==> src/rtl/dmem_ctrl.sv <==
// dmem_ctrl: round-robin two-port arbiter and access sequencer for the word-wide data memory,
// with range/alignment faults, sub-word load extension and read-modify-write sub-word stores.
module dmem_ctrl #(
    parameter logic [31:0] BASE_ADDR = 32'h0000_2000,
    parameter logic [31:0] END_ADDR  = 32'h0000_3FFF
) (
    input  logic        i_clk,
    input  logic        i_rst_n,
    input  logic        i_p0_req,
    input  logic        i_p0_we,
    input  logic [1:0]  i_p0_size,
    input  logic        i_p0_unsigned,
    input  logic [31:0] i_p0_addr,
    input  logic [31:0] i_p0_wdata,
    output logic        o_p0_gnt,
    output logic        o_p0_ack,
    output logic [31:0] o_p0_rdata,
    output logic        o_p0_err,
    input  logic        i_p1_req,
    input  logic        i_p1_we,
    input  logic [1:0]  i_p1_size,
    input  logic        i_p1_unsigned,
    input  logic [31:0] i_p1_addr,
    input  logic [31:0] i_p1_wdata,
    output logic        o_p1_gnt,
    output logic        o_p1_ack,
    output logic [31:0] o_p1_rdata,
    output logic        o_p1_err,
    output logic        o_mem_wren,
    output logic [31:0] o_mem_addr,
    output logic [31:0] o_mem_wdata,
    input  logic [31:0] i_mem_rdata
);
    localparam logic [2:0] IDLE = 3'd0, ERR = 3'd1, RD = 3'd2, CAP = 3'd3, WR = 3'd4, ACK = 3'd5;

    logic [2:0]  state;
    logic        last, port, we, uns;
    logic [1:0]  size;
    logic [31:0] addr, data;
    logic        gnt0, gnt1, s_we, s_uns, acking, fault, rd_ok;
    logic [1:0]  s_size;
    logic [31:0] s_addr, s_wdata, lane, load_val, mask, ins, merged;

    function automatic logic is_fault(input logic [31:0] a, input logic [1:0] s);
        return a < BASE_ADDR || a > END_ADDR || s == 2'b11 || (s == 2'b01 && a[0]) ||
               (s == 2'b10 && a[1:0] != 2'b00);
    endfunction

    always_comb begin
        // Grants are gated by reset so every output is quiet while reset is held.
        gnt0        = i_rst_n && state == IDLE && i_p0_req && (!i_p1_req || last);
        gnt1        = i_rst_n && state == IDLE && i_p1_req && (!i_p0_req || !last);
        s_we        = gnt1 ? i_p1_we : i_p0_we;
        s_size      = gnt1 ? i_p1_size : i_p0_size;
        s_uns       = gnt1 ? i_p1_unsigned : i_p0_unsigned;
        s_addr      = gnt1 ? i_p1_addr : i_p0_addr;
        s_wdata     = gnt1 ? i_p1_wdata : i_p0_wdata;
        lane        = i_mem_rdata >> {addr[1:0], 3'b000};
        load_val    = size == 2'b00 ? {{24{!uns && lane[7]}}, lane[7:0]} :
                      size == 2'b01 ? {{16{!uns && lane[15]}}, lane[15:0]} : i_mem_rdata;
        mask        = size == 2'b00 ? 32'h0000_00FF << {addr[1:0], 3'b000} : 32'h0000_FFFF << {addr[1], 4'b0000};
        ins         = size == 2'b00 ? {4{data[7:0]}} : {2{data[15:0]}};
        merged      = (i_mem_rdata & ~mask) | (ins & mask);
        acking      = state == ACK;
        fault       = is_fault(addr, size);
        rd_ok       = acking && !we && !fault;
        o_p0_gnt    = gnt0;
        o_p1_gnt    = gnt1;
        o_p0_ack    = acking && !port;
        o_p1_ack    = acking && port;
        o_p0_err    = acking && fault && !port;
        o_p1_err    = acking && fault && port;
        o_p0_rdata  = rd_ok && !port ? data : 32'h0;
        o_p1_rdata  = rd_ok && port ? data : 32'h0;
        o_mem_wren  = state == WR;
        o_mem_addr  = (state == RD || state == CAP || state == WR) ? {addr[31:2], 2'b00} : 32'h0;
        o_mem_wdata = state == WR ? data : 32'h0;
    end

    // data holds the store word at grant, then the extracted load or merged RMW word after CAP.
    always_ff @(posedge i_clk or negedge i_rst_n) begin
        if (!i_rst_n) begin
            state <= IDLE;
            last  <= 1'b1;
            port  <= 1'b0;
            we    <= 1'b0;
            uns   <= 1'b0;
            size  <= 2'b00;
            addr  <= 32'h0;
            data  <= 32'h0;
        end else begin
            case (state)
                IDLE: if (gnt0 || gnt1) begin
                    port  <= gnt1;
                    last  <= gnt1;
                    we    <= s_we;
                    size  <= s_size;
                    uns   <= s_uns;
                    addr  <= s_addr;
                    data  <= s_wdata;
                    state <= is_fault(s_addr, s_size) ? ERR : (s_we && s_size == 2'b10) ? WR : RD;
                end
                ERR: state <= ACK;
                RD:  state <= CAP;
                CAP: begin
                    data  <= we ? merged : load_val;
                    state <= we ? WR : ACK;
                end
                WR:  state <= ACK;
                default: state <= IDLE;
            endcase
        end
    end
endmodule

==> config.mk <==
export PLATFORM = sky130hd
export DESIGN_NAME = dmem_ctrl
export DESIGN_NICKNAME = d
export VERILOG_FILES = /design/src/rtl/dmem_ctrl.sv
export SDC_FILE = /design/constraint.sdc
export NUM_CORES = 1
export LEC_CHECK = 0
export CAP_MARGIN = 15
export CORE_MARGIN = 3
export CORE_UTILIZATION = 45
export DETAILED_ROUTE_END_ITERATION = 8
export GPL_TIMING_DRIVEN = 1
export PLACE_DENSITY = 0.95
export REMOVE_ABC_BUFFERS = 1
export SETUP_SLACK_MARGIN = 0.4
export SYNTH_ARGS = -nofsm -noshare
export SYNTH_HDL_FRONTEND = slang
export SYNTH_SLANG_ARGS = --single-unit
==> constraint.sdc <==
create_clock -name i_clk -period 3.5 [get_ports i_clk]
set_clock_uncertainty 0.2 [all_clocks]
set_input_delay 0.35 -clock i_clk [delete_from_list [all_inputs] [get_ports i_clk]]
set_output_delay 0.35 -clock i_clk [all_outputs]
set_load 0.02 [all_outputs]
### M1 wires

The bar under the picture is 20 um long. Cells faint in the background.
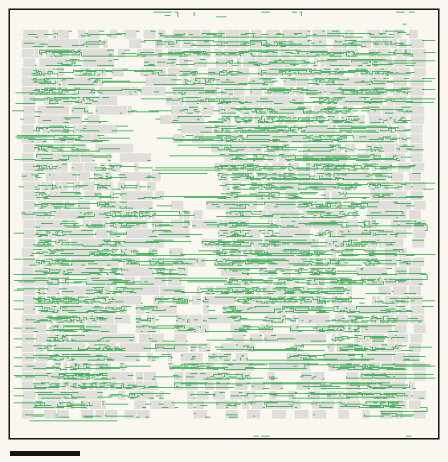
The layer holds 36% of the routed length. The longest straight run is 35.9 um.

### The metal 2 layer

The bar under the picture is 20 um long. Cells faint in the background.
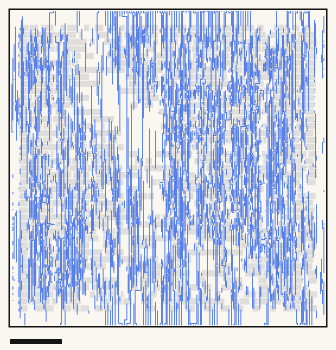
The longest straight run is 54.2 um. The layer holds 50% of the routed length.
Post-Route WL: 25800 um
via count of the routed design: 7606

### Signal wires on met3

The bar under the picture is 20 um long. Cells faint in the background.
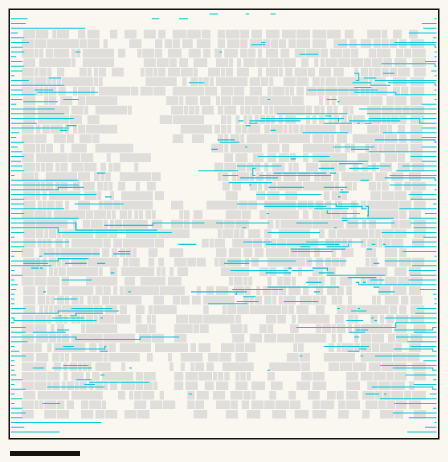
272 nets have wire on it. The wires run mostly horizontal.

### Signal wires on met4

The bar under the picture is 20 um long.
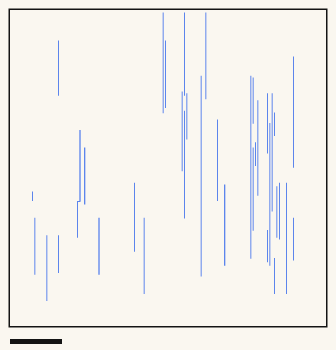
The layer carries 1050 um of wire. The wires run mostly vertical. 32 nets have wire on it.

### Track usage over the die

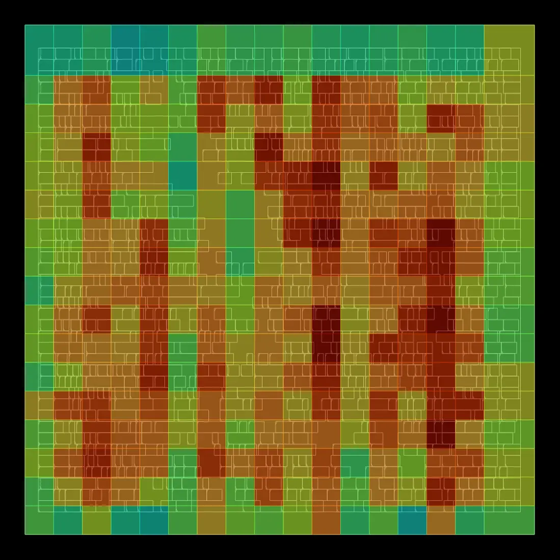
routing usage on met2: 57.6%
GRT Max-Usage Layer: met2
overall track demand over capacity in global routing: 32.6%
final core occ: 76.2%
met3 layer usage reported by global route: 7.88%

==> impl_results.rst <==
Physical design figures
=======================

.. list-table::
   :header-rows: 1

   * - Metric
     - Value
   * - Run status
     - finished clean
   * - Cell area after placement
     - 0.00929 mm2
   * - Share of synthesized area occupied by flip-flops and latches
     - 29.9%
   * - Largest net degree at the start of global routing
     - about 69
   * - Async SR Flop Fraction
     - 100%
   * - Full die area
     - approximately 0.015 mm2
   * - Die boundary width
     - 123 um
   * - Worst Path Max Fanout
     - 32
   * - Final sum of negative setup slack
     - 0 ps
   * - Number of flops mapped to enable cells by yosys
     - 0
   * - Cell with the largest stage delay on the worst path
     - dfrtp_1
   * - Post-route worst setup slack
     - 399 ps
   * - Clock-pin slew of the registers on the worst-case setup and hold paths
     - 60 ps
   * - Largest stage delay, worst path
     - 390 ps
   * - Leading area contributor after synthesis
     - dfrtp_1
   * - Pleak
     - 0.00403 uW
   * - Distinct lib cells
     - 63
   * - Half-perimeter wire length of the detailed placement result
     - about 19000 um
   * - Sort of element at the end of the critical path
     - output port
   * - CP cell instances
     - nor4_2, nand4_1, a2111oi_4, buf_4, and3b_2, buf_12, and2_1, clkdlybuf4s15_2
   * - Number of endpoints with negative hold slack in the final report
     - 0
   * - Required time at the endpoint of the critical path
     - 2950 ps
   * - Inserted Clock Buffers
     - 9
   * - Slew at the pin closest to its max-slew limit
     - 825 ps
   * - Yosys reg bits
     - 73
   * - Total cells reported by yosys after synthesis
     - 833
   * - Maximum level of the CTS H-tree
     - 3
   * - Final routed DRC violation total
     - 0
   * - DP Cell Count
     - 1265
   * - Arrival time of data at the critical path endpoint
     - approximately 2600 ps
   * - WL per Instance
     - 20.0 um
   * - Post-layout period usage of the worst path
     - 88.6%
   * - Non-Filler Instances
     - 1289
   * - Via count of the first global-routing pass
     - 7245
   * - Antenna violations before repair
     - 0
   * - Pins over their slew limit
     - 0
   * - Tool warnings
     - 27
   * - Detailed-routing iteration count for the pre-antenna-repair pass
     - 5
   * - Buffer cell driving the clock tree root
     - clkbuf_16
   * - Quantity of I/O buffers inserted on ports
     - 304
   * - Library cell with the highest instance count after synthesis
     - nand2_1
   * - Dominant flop cell
     - dfrtp_1
   * - Fp util
     - 47.3%
   * - DR iter-0 viols
     - 612
   * - Die outline height
     - 123 um
   * - Area growth, synth to finish
     - 61.2%
   * - Number of nets with antenna violations after detailed routing
     - 0
   * - Number of standard-cell rows in the floorplan
     - 41
   * - Fill count
     - 954
   * - Area of the core region
     - around 0.013 mm2
   * - Final Cell Area
     - 0.00985 mm2
   * - Syn Inst Count
     - 833
   * - Final weighted congestion of routability-driven global placement
     - 0.912
   * - Fmax
     - 0.323 GHz
   * - Summed instance area of the synthesized netlist
     - 0.00611 mm2
   * - Chip area line of the yosys report
     - between 0.006 and 0.007 mm2
   * - Number of setup violations in the final report
     - 0
   * - Final global-route overflow total
     - 0
   * - Min Tclk post-route
     - between 3000 and 4000 ps
   * - Count of antenna diodes in the layout
     - 0
   * - Power per cell area
     - 630 mW/mm2
   * - Path category of the worst min-delay check
     - flip-flop to flip-flop
   * - Most common library cells after synthesis
     - nand2_1, and2_1, dfrtp_1, nor2_1, a21oi_1
   * - Synth warn
     - 0
   * - Sequential cell area
     - 0.00183 mm2
   * - Crit Path Category
     - flip-flop to output port
   * - CP startpoint kind
     - flip-flop
   * - Max transition margin
     - 45.0%
   * - Average cell area after synthesis
     - 7.33 um2
   * - Setup repair after global routing missed its margin
     - true
   * - Count of pins on the block boundary
     - 307
   * - Layout cell share with drive strength beyond 1
     - 14.1%
   * - Post-detailed-route via-to-cell ratio
     - around 5.9
   * - Worst supply voltage drop on vdd
     - 0.000376 V
   * - TritonCTS clock tree
     - yes
   * - Count of clock tree sinks
     - about 73
   * - Clock latency on the worst-skew pair
     - 340 ps
   * - Max capacitance violation total
     - 0
   * - Combinational gate area
     - between 0.004 and 0.005 mm2
   * - Max clock buf depth
     - 2
   * - Top-area cell share
     - 29.5%
   * - Wire length of the first global-routing pass
     - about 39000 um
   * - Largest cells by area
     - dfrtp_1, nand2_1, and2_1, a31oi_1, a21oi_1
   * - Final Net Count
     - 1285
   * - Minimum setup slack after placement
     - 300 ps
==> worst max-delay path, delay by kind of cell, from the launching register on <==
family | cells | cell delay [ps]
buf+inv | 3 | 620
flops | 1 | 390
compound gates | 1 | 330
simple gates | 4 | 850
==> metrics by stage <==
step                total power [uW]  hold slack (ps)
detailed placement              5140              254
floorplan                       3570             -146
global route                    6580              287
finish                          6210              260
global placement                5040              246
CTS                             6160              264
==> layout by cell type (no fill, tap or decap), drive strengths merged, types with 6 or more instances in the layout <==
cell type | synthesis | final
clkdlybuf4s50 | 0 | 235
o22a | 7 | 7
o32a | 10 | 10
o22ai | 6 | 6
inv | 6 | 7
nor3 | 7 | 7
dfrtp | 72 | 72
nor4 | 16 | 16
a31oi | 56 | 56
nand2 | 168 | 168
a21oi | 62 | 62
buf | 40 | 64
a211o | 8 | 8
clkdlybuf4s15 | 0 | 32
nor2b | 33 | 33
clkbuf | 30 | 14
mux2 | 8 | 8
nand3 | 10 | 10
nand2b | 6 | 6
o21ai | 20 | 20
and2 | 99 | 99
mux2i | 19 | 19
nor2 | 73 | 73
a32oi | 6 | 6
==> timing repair <==
action,4_1_cts,5_1_grt
gates resized,211,91
pin swaps,2,1
endpoints found under the hold margin,72,0
hold buffers,1,0
cloned,1,2
setup buffers,3,2
endpoints found under the setup margin,64,93
==> power breakdown <==
group | switching, uW | leakage, uW | internal [uW]
clock network | 359 | 0.000153 | 639
registers | 490 | 0.000803 | 1250
logic | 1900 | 0.00307 | 1570
total | 2750 | 0.00403 | 3460
==> logic make-up (layout without fill, tap and decap cells) <==
kind of cell	after synthesis	after routing	share of synthesized area (%)
other cells	1	2	0.0614
buf+inv	77	360	6.00
flops	73	73	29.9
mux	28	28	4.96
simple gates	439	439	35.7
compound gates	215	215	23.3
==> worst paths after layout <==
| kind | endpoint | slack, ps | depth (start not counted) | start |
|---|---|---|---|---|
| setup / recovery | o_p0_rdata[4] | 400 | 8 | addr[25]$_DFFE_PN0P_ |
| hold / removal | last$_DFFE_PN1P_ | 260 | 2 | last$_DFFE_PN1P_ |
| setup reg to reg | flip-flop | 800 | 6 | state[0]$_DFFE_PN0P_ |
| hold reg to reg | last$_DFFE_PN1P_ | 260 | 2 | last$_DFFE_PN1P_ |
| max in group asynchronous | state[2]$_DFFE_PN0P_ | 2200 | 3 | i_rst_n |
| min in group asynchronous | data[13]$_DFFE_PN0P_ | 480 | 3 | i_rst_n |
==> per-layer routing <==
layer  wire length (um)  track usage [%]  part of all wire (%)
met2              12800             57.6                    50
met3               2590             7.88                    10
met5                  0                0                     0
met4               1050             14.3                   4.1
met1               9310             37.5                    36
==> final cells by class <==
type,instances,area share [%]
clock inverters,3,0.661
flip-flops and latches,73,18.6
well taps,172,2.19
multi-input cells,684,40.8
inverters,7,0.267
repair buffers,338,35.0
clock buffers,12,2.50
Power and IR drop assume default switching activity.
